<file path="config.mk">
export PLATFORM = sky130hd
export DESIGN_NAME = i2s_frame_gen
export DESIGN_NICKNAME = d
export VERILOG_FILES = /design/src/rtl/i2s_pkg.sv /design/src/rtl/i2s_bck_divider.sv /design/src/rtl/i2s_frame_gen.sv
export SDC_FILE = /design/constraint.sdc
export NUM_CORES = 1
export LEC_CHECK = 0
export CAP_MARGIN = 20
export CORE_ASPECT_RATIO = 1.2
export CORE_UTILIZATION = 35
export CTS_CLUSTER_SIZE = 20
export DETAILED_ROUTE_END_ITERATION = 8
export GPL_TIMING_DRIVEN = 0
export PLACE_DENSITY = 0.54
export SLEW_MARGIN = 15
export SYNTH_ARGS = -nofsm -noshare
export SYNTH_HDL_FRONTEND = slang
export SYNTH_SLANG_ARGS = --single-unit
</file>
<file path="constraint.sdc">
create_clock -name mclk -period 2.45 [get_ports mclk]
set_input_delay 0.49 -clock mclk [delete_from_list [all_inputs] [get_ports mclk]]
set_output_delay 0.49 -clock mclk [all_outputs]
set_load 0.005 [all_outputs]
</file>
<file path="src/rtl/i2s_pkg.sv">
// Shared constants, FSM state type and elaboration helpers for the I2S/TDM frame generator.
package i2s_pkg;

  localparam logic [1:0] FMT_I2S = 2'd0;
  localparam logic [1:0] FMT_LJ  = 2'd1;
  localparam logic [1:0] FMT_DSP = 2'd2;

  localparam int unsigned SLOT_BITS_16 = 16;
  localparam int unsigned SLOT_BITS_24 = 24;
  localparam int unsigned SLOT_BITS_32 = 32;

  typedef enum logic {StIdle, StRun} state_e;

  function automatic int unsigned idx_w(input int unsigned n);
    return (n > 2) ? $clog2(n) : 1;
  endfunction

  function automatic bit slot_bits_legal(input int unsigned n);
    return (n == SLOT_BITS_16) || (n == SLOT_BITS_24) || (n == SLOT_BITS_32);
  endfunction

  // Reserved encoding 3 behaves as I2S.
  function automatic logic [1:0] fmt_sanitize(input logic [1:0] f);
    return (f == 2'd3) ? FMT_I2S : f;
  endfunction

endpackage

</file>
<file path="src/rtl/i2s_bck_divider.sv">
// BCK generator: half-period counter, registered bck and one-cycle rise/fall strobes.
module i2s_bck_divider #(
  parameter int unsigned DIV_W = 4
) (
  input  logic             mclk,
  input  logic             rst_n,
  input  logic             clear,
  input  logic             restart,
  input  logic [DIV_W-1:0] half_div,
  output logic             bck,
  output logic             rise_stb,
  output logic             fall_stb,
  output logic             fall_next
);

  logic [DIV_W-1:0] hc_q, hc_d;
  logic             bck_q, bck_d;
  logic             rise_q, rise_d;
  logic             fall_q, fall_d;
  logic             at_top;

  assign at_top    = (hc_q >= half_div);
  // Next cycle brings a falling edge; the frame logic advances on it.
  assign fall_next = at_top & bck_q;

  always_comb begin
    hc_d   = hc_q;
    bck_d  = bck_q;
    rise_d = 1'b0;
    fall_d = 1'b0;
    if (clear) begin
      hc_d  = '0;
      bck_d = 1'b0;
    end else if (restart) begin
      hc_d   = '0;
      bck_d  = 1'b0;
      fall_d = 1'b1;
    end else if (at_top) begin
      hc_d   = '0;
      bck_d  = ~bck_q;
      rise_d = ~bck_q;
      fall_d = bck_q;
    end else begin
      hc_d = hc_q + DIV_W'(1);
    end
  end

  always_ff @(posedge mclk or negedge rst_n) begin
    if (!rst_n) begin
      hc_q   <= '0;
      bck_q  <= 1'b0;
      rise_q <= 1'b0;
      fall_q <= 1'b0;
    end else begin
      hc_q   <= hc_d;
      bck_q  <= bck_d;
      rise_q <= rise_d;
      fall_q <= fall_d;
    end
  end

  assign bck      = bck_q;
  assign rise_stb = rise_q;
  assign fall_stb = fall_q;

endmodule

</file>
<file path="src/rtl/i2s_frame_gen.sv">
// I2S/TDM master timing generator in the mclk domain: frame FSM, bit/slot counters,
// lrck encoder and frame-aligned configuration staging around the BCK divider.
module i2s_frame_gen
  import i2s_pkg::*;
#(
  parameter int unsigned SLOTS            = 2,
  parameter int unsigned SLOT_BITS        = 32,
  parameter int unsigned DIV_W            = 4,
  parameter int unsigned DEFAULT_HALF_DIV = 1,
  parameter int unsigned DEFAULT_FMT      = 0
) (
  input  logic                         mclk,
  input  logic                         rst_n,
  input  logic                         en,
  input  logic [DIV_W-1:0]             cfg_half_div,
  input  logic [1:0]                   cfg_fmt,
  input  logic                         cfg_valid,
  output logic                         cfg_ready,
  output logic                         bck,
  output logic                         lrck,
  output logic                         bck_rise_stb,
  output logic                         bck_fall_stb,
  output logic                         frame_start,
  output logic [idx_w(SLOTS)-1:0]      slot_idx,
  output logic [idx_w(SLOT_BITS)-1:0]  bit_idx,
  output logic                         running
);

  localparam int unsigned SLOT_W = idx_w(SLOTS);
  localparam int unsigned BIT_W  = idx_w(SLOT_BITS);
  localparam logic [SLOT_W-1:0] LAST_SLOT = SLOT_W'(SLOTS - 1);
  localparam logic [BIT_W-1:0]  LAST_BIT  = BIT_W'(SLOT_BITS - 1);

  if (!slot_bits_legal(SLOT_BITS)) begin : g_bad_slot_bits
    $error("SLOT_BITS must be 16, 24 or 32");
  end
  if (SLOTS < 2 || (SLOTS & (SLOTS - 1)) != 0) begin : g_bad_slots
    $error("SLOTS must be a power of two and at least 2");
  end
  if (DIV_W < 1 || DEFAULT_HALF_DIV >= (1 << DIV_W)) begin : g_bad_div
    $error("DEFAULT_HALF_DIV does not fit in DIV_W bits");
  end
  if (DEFAULT_FMT > 3) begin : g_bad_fmt
    $error("DEFAULT_FMT must be 0..3");
  end

  // Upper half of the slot range is the right channel since SLOTS is a power of two.
  function automatic logic lrck_enc(input logic [1:0] fmt, input logic [SLOT_W-1:0] slot,
                                    input logic [BIT_W-1:0] bpos);
    logic [SLOT_W-1:0] slot_nx;
    slot_nx = (bpos == LAST_BIT) ? slot + SLOT_W'(1) : slot;
    case (fmt)
      FMT_LJ:  return ~slot[SLOT_W-1];
      FMT_DSP: return (slot == LAST_SLOT) && (bpos == LAST_BIT);
      default: return slot_nx[SLOT_W-1];
    endcase
  endfunction

  state_e            state_q, state_d;
  logic [SLOT_W-1:0] slot_q, slot_d;
  logic [BIT_W-1:0]  bit_q, bit_d;
  logic              lrck_q, lrck_d;
  logic              fs_q, fs_d;
  logic [DIV_W-1:0]  half_q, half_d;
  logic [1:0]        fmt_q, fmt_d;
  logic              pend_q, pend_d;
  logic [DIV_W-1:0]  pend_half_q, pend_half_d;
  logic [1:0]        pend_fmt_q, pend_fmt_d;
  logic              ready_q, ready_d;
  logic              accept, wrap, fall_next;

  assign accept = cfg_valid && ready_q;
  assign wrap   = (slot_q == LAST_SLOT) && (bit_q == LAST_BIT);

  always_comb begin
    state_d     = state_q;
    slot_d      = slot_q;
    bit_d       = bit_q;
    lrck_d      = lrck_q;
    fs_d        = 1'b0;
    half_d      = half_q;
    fmt_d       = fmt_q;
    pend_d      = pend_q;
    pend_half_d = pend_half_q;
    pend_fmt_d  = pend_fmt_q;
    ready_d     = ready_q;
    unique case (state_q)
      StIdle: begin
        if (accept) begin
          half_d = cfg_half_div;
          fmt_d  = fmt_sanitize(cfg_fmt);
        end
        if (en) begin
          state_d = StRun;
          slot_d  = '0;
          bit_d   = '0;
          fs_d    = 1'b1;
          lrck_d  = lrck_enc(fmt_d, '0, '0);
        end
      end
      StRun: begin
        if (accept) begin
          pend_d      = 1'b1;
          pend_half_d = cfg_half_div;
          pend_fmt_d  = fmt_sanitize(cfg_fmt);
          ready_d     = 1'b0;
        end
        if (fall_next) begin
          if (bit_q == LAST_BIT) begin
            bit_d  = '0;
            slot_d = slot_q + SLOT_W'(1);
          end else begin
            bit_d = bit_q + BIT_W'(1);
          end
          if (wrap) begin
            if (pend_q) begin
              half_d = pend_half_q;
              fmt_d  = pend_fmt_q;
              pend_d = 1'b0;
            end
            if (!en) begin
              state_d = StIdle;
              lrck_d  = 1'b0;
              // Nothing left to wait for once idle, so a same-cycle accept lands now.
              if (accept) begin
                half_d = cfg_half_div;
                fmt_d  = fmt_sanitize(cfg_fmt);
                pend_d = 1'b0;
              end
            end else begin
              fs_d   = 1'b1;
              lrck_d = lrck_enc(fmt_d, '0, '0);
            end
          end else begin
            lrck_d = lrck_enc(fmt_q, slot_d, bit_d);
          end
        end
      end
    endcase
    // Re-open the handshake one cycle after the pending configuration has been consumed.
    if (!accept && !pend_q && !ready_q) begin
      ready_d = 1'b1;
    end
  end

  always_ff @(posedge mclk or negedge rst_n) begin
    if (!rst_n) begin
      state_q     <= StIdle;
      slot_q      <= '0;
      bit_q       <= '0;
      lrck_q      <= 1'b0;
      fs_q        <= 1'b0;
      half_q      <= DIV_W'(DEFAULT_HALF_DIV);
      fmt_q       <= fmt_sanitize(2'(DEFAULT_FMT));
      pend_q      <= 1'b0;
      pend_half_q <= '0;
      pend_fmt_q  <= FMT_I2S;
      ready_q     <= 1'b1;
    end else begin
      state_q     <= state_d;
      slot_q      <= slot_d;
      bit_q       <= bit_d;
      lrck_q      <= lrck_d;
      fs_q        <= fs_d;
      half_q      <= half_d;
      fmt_q       <= fmt_d;
      pend_q      <= pend_d;
      pend_half_q <= pend_half_d;
      pend_fmt_q  <= pend_fmt_d;
      ready_q     <= ready_d;
    end
  end

  i2s_bck_divider #(
    .DIV_W (DIV_W)
  ) u_div (
    .mclk      (mclk),
    .rst_n     (rst_n),
    .clear     (state_d == StIdle),
    .restart   ((state_q == StIdle) && (state_d == StRun)),
    .half_div  (half_q),
    .bck       (bck),
    .rise_stb  (bck_rise_stb),
    .fall_stb  (bck_fall_stb),
    .fall_next (fall_next)
  );

  assign cfg_ready   = ready_q;
  assign lrck        = lrck_q;
  assign frame_start = fs_q;
  assign slot_idx    = slot_q;
  assign bit_idx     = bit_q;
  assign running     = (state_q == StRun);

endmodule

</file>
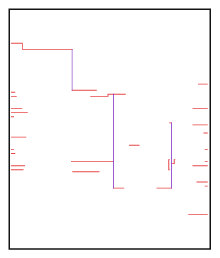
run_1/wires.png
(3 px per um) Only two layers are drawn.
layer	color	wire length
metal 4	purple	66.6 um
metal 3	red	141 um
Tot GR Track Use: 0.164
via count: 1,402
final WL: 3.80 mm
wire per inst: 14.5 um

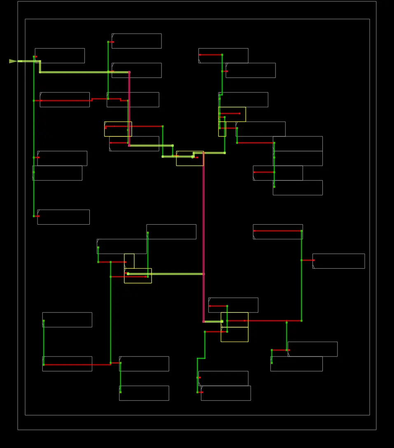
run_1/clocks.png
Insertion Delay late pin: 0.28 ns
Clock Power: 0.403 mW
CTS buffer count: 5
clock buf count: 7
flip-flops: 30

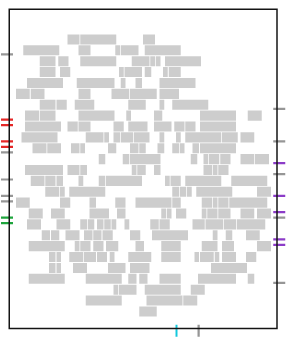
run_1/io_placement.png
(4 px per um) Pins as bars across the die edge, other pins in gray.
port	color	pins	direction	edge
cfg_fmt	green	2	input	left
cfg_half_div	red	4	input	left
lrck	cyan	1	output	bottom
bit_idx	purple	5	output	right
Die H: 79.4 um
die width: 66.5 um
I/O Buffers: 22

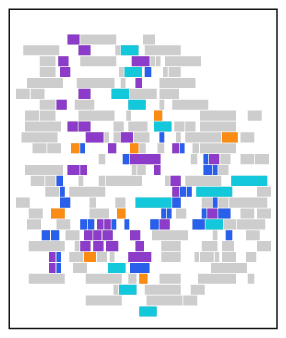
run_1/logic_types.png
(4 px per um)
family	color	cells
AND and OR gates	orange	8
adder and majority cells	cyan	12
inverting AOI/OAI gates	purple	36
NAND gates	blue	31

==> qor.yml, run 1 <==
numClockSinks: 30
antenna_found_initial: 0
cts_max_level: 2
worst_pin_slew_ns: 0.679
postSynthAreaPerCell_um2: 10.4
synth.cellmix.simpleShare: 0.180
yosysUniqueCellTypes: 47
critical_path_class: "flop to flop"
grt.met3_usage: 0.0471
hold_viol: 0
seq_share: 0.336
p_comb_mw: 0.894
grt_max_degree: 31
drt_iter0_markers: 50
finalNonFillerCells: 263
required_ns: 2.62
cts-root-buf: "clkbuf_8"
final_area_um2: 2250
inverters: 9
hpwlAfterDp_mm: 2.73
yosys.area.top_type: "dfrtp_1"
cts.clk_slew.worst_paths_ns: 0.07
dpl_cell_area_um2: 2040
final_nets: 226
final_util: 0.479
startpoint_type: "flop"
hold_ws_ns: 0.242
nWellTaps: 58
grt_pass1_vias: 1359
clockBufferDepth: 2
peakVddDrop_v: 0.000382
seq_power_share: 0.377
cts_tree: "done"
dr_wl_met2_mm: 1.85
worstHoldPathType: "primary input to asynchronous set/reset pin"
fp_util: 0.373
ys_seq_frac: 0.431
critPathTopFamily: "adder cells"
max_slew_margin: 0.547
seq_power_mw: 0.785
flop_area_um2: 756
area_growth_pct: 28.7
synth_nets: 191
path_cells: "ha_4 -> and3_4 -> ha_4 -> nand4b_1 -> nor3_2 -> ha_1 -> nand2b_4 -> o311ai_2 -> a31oi_1 -> mux2_4"
switching_share: 0.347
p_per_area_nw_per_um2: 925
top_area_frac: 0.401
buffers: 35
grt_first_pass_wirelength_mm: 6.42
grt_busiest_layer: "met2"
ant_nets: 0
coreArea_um2: 4700
largest_reg_flops: 5
largestPowerGroup: "combinational logic"
pre_cts_ws_ns: -0.163
common_cells: "28 x dfrtp_1, 15 x nand2_1, 12 x ha_1"
warning_count: 29
synth-edff-count: 0
p_leak_nw: 0.975
cp_common_cell: "ha_4"
met2_usage: 0.271
cts.repair.resized: 5
drt-met1-wl_mm: 1.75
bufAreaShareNonClock: 0.140
layout_setup_ws_ns: 0.0583
synth_flops: 30
p_comb_frac: 0.429
status: "finished clean"
crit_buf_inv: 0
cap_violations: 0
fillers: 450
dp.cells: 249
grt.overflow.total: 0
ys_sh_mux: 0.0572
ys_sh_aoi: 0.183
p_int_mw: 1.36
placementRows: 27
top_cells_by_area: "dfrtp_1 40%, ha_1 8.6%, nand2_1 3.2%, dfstp_2 3.0%, mux2_2 2.6%"
clkPwrFrac: 0.194
drv_slew: 0
dominant_cells: "combinational gates"
syn_area_um2: 1750
xor_share: 0.0200
cts_hold_buffers: 0
place_congestion: 0.788
cp_max_fo: 5
max_freq_ghz: 0.418
slowest_stage: "dfrtp_2"
dr.pass1.iters: 4
use_met1: 0.203
cp.arrival_ns: 2.56
drive_gt1_frac: 0.210
comb_cells: 123
ff_type: "dfrtp_1"
setup_viol: 0
yosysWarnings: 0
wl_met3_um: 141
dieArea_um2: 5290
p_total_mw: 2.08
top_layer_used: "met4"
drc: 0
num_antenna_cells: 0
skew_ns: 0.00797
worst_setup_path_end_kind: "flop"
period_used_share: 0.976
period_minus_slack_ns: 2.39
slowest_delay_ns: 0.45
yosysMostFrequentCell: "dfrtp_1"
routed_via_density: 5.33
logic_area_um2: 983
comb_share: 0.437
p_switching_mw: 0.722
synthAdderAreaFrac: 0.0858
ios: 23
fin_setup_tns_ns: 0
postCtsSetupRepairBufs: 0
yosys_cells: 169
synthTopLogicFamily: "AND-OR/OR-AND gates"
rsz0062_at_grt: "true"
clk_share: 0.0406
ys_chip_area_um2: 1750
async_reset_ff_frac: 1.00
synthCells: 169
## run 1: cells in the final DEF, fill, tap and decap left out, drive strengths merged, types with 5 or more instances in the layout
cell,netlist,layout
buf,7,14
nor3b,5,5
mux2,5,5
o211ai,6,6
inv,9,9
ha,12,12
nand3,7,7
clkdlybuf4s50,0,21
nand2,15,15
nor2,9,9
clkbuf,0,7
o21ai,6,6
dfrtp,28,28
## run 1: worst paths after layout
path | start | slack [ns] | cells past startpoint | to
max | bit_idx[1] | 0.06 | 10 | lrck
min | rst_n | 0.24 | 1 | bit_idx[3]
max reg2reg | bit_idx[1] | 0.06 | 10 | lrck
min reg2reg | half_q[0] | 0.48 | 1 | half_q[0]
max in group asynchronous | rst_n | 1.74 | 1 | bit_idx[1]
min in group mclk | half_q[0] | 0.48 | 1 | half_q[0]
run_1/clk_routes.png
(6 px per um)
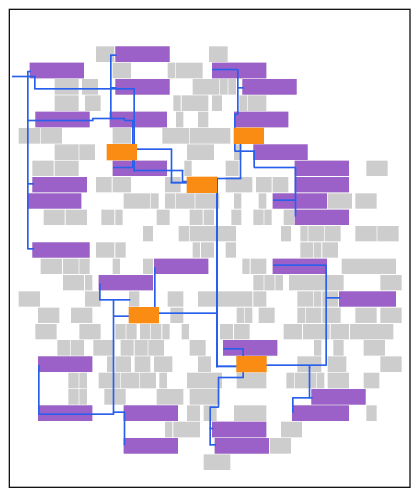

==> run 2: changes to the inputs <==
--- a/config.mk
+++ b/config.mk
@@ -5,8 +5,7 @@
 export SDC_FILE = /design/constraint.sdc
 export NUM_CORES = 1
 export LEC_CHECK = 0
-export CAP_MARGIN = 20
-export CORE_ASPECT_RATIO = 1.2
+export CORE_ASPECT_RATIO = 0.6
 export CORE_UTILIZATION = 35
 export CTS_CLUSTER_SIZE = 20
 export DETAILED_ROUTE_END_ITERATION = 8
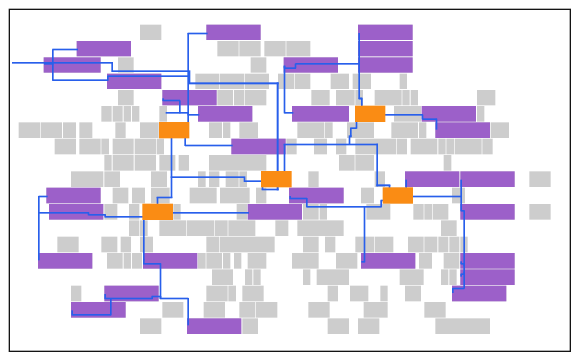
run_2/clk_routes.png
(6 px per um)
[clock drivers] orange | count: 5
[clock wires] blue | length: 436 um
[flip-flops] purple | count: 30
flops lie	all over the die

==> qor.yml, run 2 <==
drive_gt1_frac: 0.184  # -0.0257
grt.met3_usage: 0.0488  # +0.00164
antenna_found_initial: 0  # unchanged
clkPwrFrac: 0.178  # -0.016
cts_tree: "done"
seq_power_mw: 0.767  # -2%
r2r_slack_ns: 0.02  # -0.04 ns
peakVddDrop_v: 0.000299  # -22%
crit_buf_inv: 0  # unchanged
max_slew_margin: 0.533  # -0.0142
critical_path_class: "flop to flop"
tritoncts.num_buffers: 5  # unchanged
synth-edff-count: 0  # unchanged
cp-startpoint: "bit_idx[1]"
worst_pin_slew_ns: 0.700  # +0.0213 ns
final_cell_mix: "28 x dfrtp_1, 21 x clkdlybuf4s50_1, 15 x nand2_1"
critPathTopFamily: "simple AND/OR/NAND/NOR gates"
yosysWarnings: 0  # unchanged
setup_viol: 0  # unchanged
p_total_mw: 2.07  # -0.44%
drc: 0  # unchanged
drt-met1-wl_mm: 2.28  # +30%
grt_usage: 0.182  # +0.0182
required_ns: 2.62  # about the same
placementRows: 19  # -30%
ant_nets: 0  # unchanged
p_int_mw: 1.33  # -2.4%
fin_setup_tns_ns: 0  # unchanged
synthCells: 169  # unchanged
yosys.area.top_type: "dfrtp_1"
top_cells_by_area: "dfrtp_1 40%, ha_1 8.6%, nand2_1 3.2%, dfstp_2 3.0%, mux2_2 2.6%"
seq_power_share: 0.370  # -0.007
p_leak_nw: 0.949  # -2.7%
ff_type: "dfrtp_1"
r2r_end: "lrck"
routed_via_density: 5.45  # +2.3%
wl_met3_um: 131  # -7.1%
p_per_area_nw_per_um2: 938  # +1.4%
cts-root-buf: "clkbuf_8"
flop_area_um2: 753  # -0.33%
grt_first_pass_wirelength_mm: 7.16  # +12%
routed_wl_mm: 4.31  # +13%
path_cells: "ha_2 -> and3_4 -> ha_4 -> nand4b_1 -> nor3_2 -> ha_1 -> nand2b_4 -> o311ai_4 -> a31oi_2 -> mux2_4"
path_depth: 10  # unchanged
syn_area_um2: 1750  # unchanged
cp.arrival_ns: 2.60  # +0.04 ns
coreArea_um2: 4680  # -0.27%
logic_area_um2: 990  # +0.64%
rsz0062_at_grt: "true"
period_used_share: 0.993  # +0.0164
common_cells: "28 x dfrtp_1, 15 x nand2_1, 12 x ha_1"
cap_violations: 0  # unchanged
switching_share: 0.360  # +0.0127
slowest_stage: "dfrtp_1"
dpl_cell_area_um2: 2050  # +0.31%
pre_cts_ws_ns: -0.223  # -0.0602 ns
die_w_um: 93.3  # +40%
layout.cells.most_common: "dfrtp_1"
cts_max_level: 2  # unchanged
period_minus_slack_ns: 2.43  # +0.0401 ns
synth_flops: 30  # unchanged
dr.pass1.iters: 4  # unchanged
met2_usage: 0.265  # -0.00672
max_freq_ghz: 0.411  # -1.6%
p_switching_mw: 0.746  # +3.2%
hpwlAfterDp_mm: 3.05  # +12%
worst_setup_path_end_kind: "flop"
layout_setup_ws_ns: 0.0183  # -0.0401 ns
startpoint_type: "flop"
grt_pass1_vias: 1471  # +8.2%
warning_count: 29  # unchanged
yosys_cells: 169  # unchanged
num_antenna_cells: 0  # unchanged
status: "finished clean"
async_reset_ff_frac: 1.00  # unchanged
dp.cells: 254  # +2.0%
use_met1: 0.268  # +0.0651
top_area_frac: 0.401  # unchanged
yosysMostFrequentCell: "dfrtp_1"
worstHoldPathType: "primary input to asynchronous set/reset pin"
postSynthAreaPerCell_um2: 10.4  # unchanged
hold_viol: 0  # unchanged
p_comb_frac: 0.452  # +0.023
area_growth_pct: 26.4
r2r-start: "bit_idx[1]"
final_util: 0.472  # -0.00727
fillers: 454  # +0.89%
largest_reg_flops: 5  # unchanged
ys_seq_frac: 0.431  # unchanged
ios: 23  # unchanged
fp_util: 0.373  # +0.000995
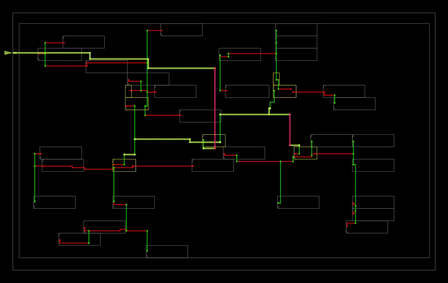
run_2/clocks.png
Clock Power: 0.369 mW
Post-Route Skew: 0.00933 ns
Sink Count: 30

-- run 2: cell counts after synthesis --
Identical to the previous run, type by type.
-- run 2: cells by family (layout without fill, tap and decap cells) --
family          count (synthesis)  count (layout)  share of synthesized area
compound gates                 41              41                      0.183
xor+xnor                        4               4                     0.0200
fa+ha+maj                      12              12                     0.0858
buf+inv                        16              48                     0.0429
flops                          30              30                      0.431
mux                             9               9                     0.0572
simple gates                   57              57                      0.180
-- run 2: area by class of cell --
class / count / area share
tap: 63 / 0.0357
inverter: 9 / 0.0153
clock buffer: 7 / 0.0345
sequential: 30 / 0.341
timing repair buffer: 25 / 0.108
multi-input combinational: 123 / 0.448
buffer: 7 / 0.0187
-- run 2: timing repair --
item	CTS	global route
setup buffers	2	1
setup endpoints to repair	1	1
pin swaps	1	4
gates resized	6	4
No activity file was given, so power comes from the tool's default toggle rates.
